Design sdram_arbiter, sky130hd; sources not shown.
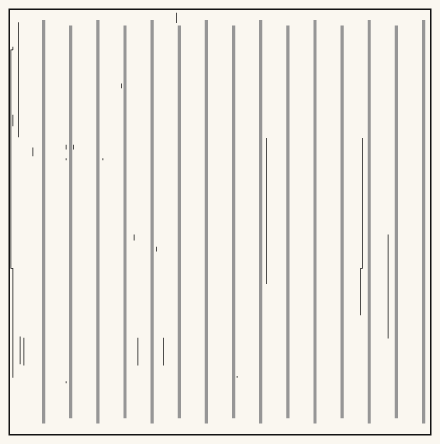
*Metal 4*
(2 px per um) Supply wires on this layer in grey.
- longest straight run: 109 um
- main direction: vertical
via count: 5084
total wire length: 33900 um

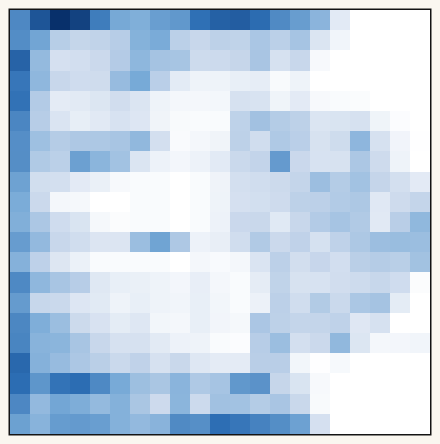
*Wiring heat map*
(2 px per um) The die is cut into 21 by 21 equal tiles; white is low, dark blue is high, scaled to the fullest tile. Values are wire area over tile area, all layers added.
- fullest tile: 0.54
- nearly empty tiles: 13%
- tiles over half the peak: 12%
- emptiest ninth of the die: north-east
- mean over tiles: 0.13
drt wl/cell: 25.6 um
global router's overall resource usage: 0.145

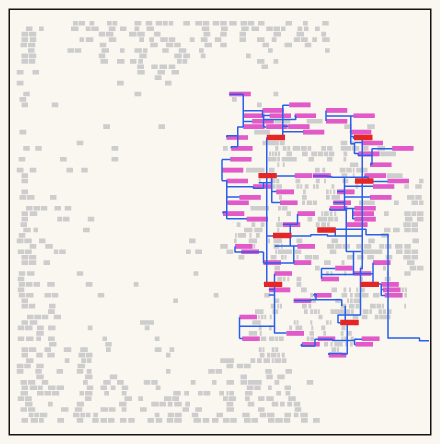
*Routed clock nets over the placement*
(2 px per um)
- flip-flops: magenta (count 70)
- clock drivers: red (count 9)
- clock wires: blue (length 1140 um)
- routed clock nets: 10
Power Clock: 660 uW
Insertion Delay late pin: 340 ps
Clock Power Share: 0.141

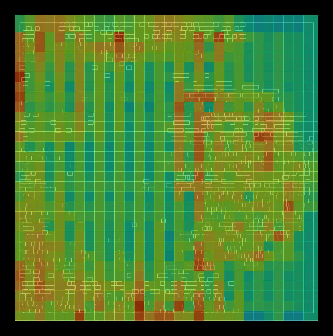
*Routing congestion map*
GR Util met1: 0.174
met2 Use GR: 0.229

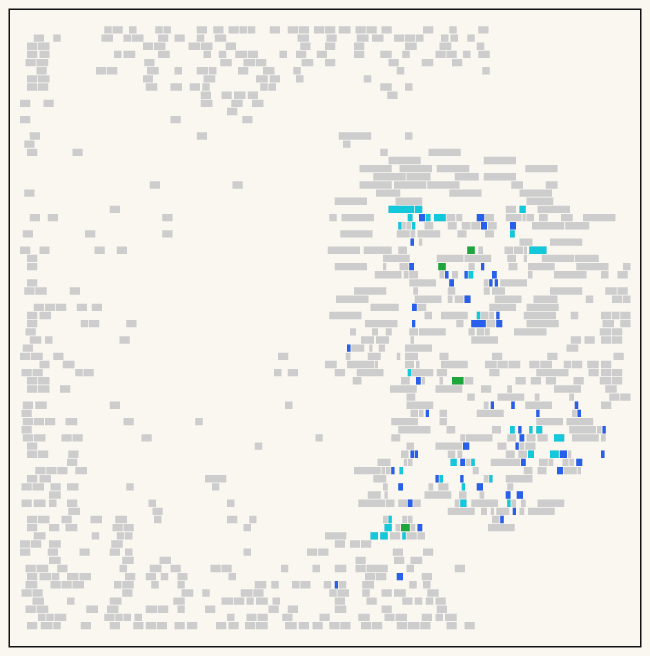
*Selected gate families*
(3 px per um)
- NOR gates: cyan (cells 32)
- NAND gates: blue (cells 53)
- AND-OR and OR-AND gates: green (cells 4)
Commonest Layout Cell: clkdlybuf4s50_1
Cell Count, Final, Fillers Out: 1324
Comb/total area: 0.324

==> qor.yml <==
status: "complete, no violations"
pin_count: 533
internal_power_uw: 2320
top_area_frac: 0.208
fp.coreArea_mm2: 0.0410
fp_util: 0.148
clock_tree.buffer_depth: 2
first_pass_iters: 4
power_uw: 4690
cts_tree: "yes"
end_kind: "primary output"
rr_worst_depth: 17
syn_inst: 576
rsz0062_at_grt: "false"
cp_common_cell: "clkdlybuf4s50_1"
ys_top_cells_by_count: "buf_4, mux2_2, edfxtp_1, dfrtp_1"
cts_buffers: 9
grt_pass1_vias: 5250
die_w_um: 210
synth_cell_types: 59
hold_ws_ps: 355
dp_hpwl_um: 29700
p_seq_frac: 0.203
fmax_mhz: 220
clockRootBuffer: "clkbuf_16"
fin_crit_sh: 0.927
r2r_slack_ps: 640
ctsHoldBuffers: 0
die_area_mm2: 0.0445
synth.avg_cell_area_um2: 10.5
slowest_delay_ps: 800
area_leaders: "mux2_2, edfxtp_1, buf_4"
p_sw_uw: 2370
largest_reg_flops: 36
synth.largest_area_cell: "mux2_2"
ys_async_sr_fraction: 0.486
grt_overflow: 0
ys_seq_share: 0.318
setup_ws_ps: 359
diodes: 0
cts-htree-levels: 3
p_leak_uw: 0.00349
placementRows: 74
crit_type: "input port to primary output"
drt-initial-drc-count: 183
final_hold_viol_count: 0
worst_setup_path_start_kind: "input port"
nets: 1090
io_buffers: 340
worstPathMaxFanout: 1
cts-resized-gates: 0
maxCapViolCount: 0
grt_max_degree: 49
ys_warn_count: 0
p_per_area_mw_per_mm2: 508
crit_arrival_ps: 2920
synth-main-ff-cell: "edfxtp_1"
p_sw_frac: 0.504
hold_depth: 1
ant_nets: 0
synth_nets: 879
tightest_slew_ps: 759
critical path: cells and delay by family:
family / cells / cell delay [ps]
buf+inv: 2 / 1290
mux: 1 / 160
placed cells by master (no fill, tap or decap), drive strengths merged, types with 5 or more instances in the layout:
cell type / count
nand2: 28
dfrtp: 33
nand3: 12
o21ai: 31
clkdlybuf4s50: 241
nand2b: 9
ha: 12
xor2: 11
buf: 109
mux4: 8
edfxtp: 36
mux2i: 15
a21oi: 10
and2: 6
o31ai: 5
nor3: 7
mux2: 112
inv: 19
xnor2: 18
nor2: 14
clkbuf: 9
cell type report:
class / count / area [um^2]
multi-input combinational: 337 / 3000
clock inverter: 7 / 72.6
tap: 532 / 666
clock buffer: 9 / 225
timing repair buffer: 350 / 3270
fill: 4475 / 31800
sequential: 70 / 1940
inverter: 19 / 75.1
power by group through the flow:
| stage | Sequential, uW | Clock [uW] | Combinational, uW |
|---|---|---|---|
| 2_1_floorplan | 836 | 0 | 2440 |
| 3_3_place_gp | 968 | 0 | 3120 |
| 3_5_place_dp | 973 | 0 | 3120 |
| 4_1_cts | 960 | 678 | 3130 |
| 5_1_grt | 979 | 703 | 3260 |
| 6_report | 951 | 660 | 3080 |
stage by stage:
stage,instances,util,cell area (um^2)
after global routing,1324,0.225,9240
after detailed placement,1308,0.218,8940
after floorplan,576,-,6080
final,1324,0.225,9240
after global placement,1308,0.218,8940
after CTS,1324,0.225,9240
per-layer routing:
metal	global-route usage	wire (um)	vias to the layer above
li1	-	-	2319
met1	0.174	13500	2359
met2	0.229	15400	336
met3	0.0816	4290	52
met4	0.0300	520	18
met5	0	123	-
cells by family (layout without fill, tap and decap cells):
kind of cell,after synthesis,in the layout,share of synthesized area
adders and majority gates,13,13,0.0280
xor gates and xnor gates,29,29,0.0418
AOI/OAI and AO/OA,59,59,0.0655
buffers and inverters,169,385,0.188
and+or+nand+nor,101,101,0.0946
muxes,135,135,0.263
DFF,70,70,0.318
Power figures rest on the tool's default switching activity, not on a simulated workload.
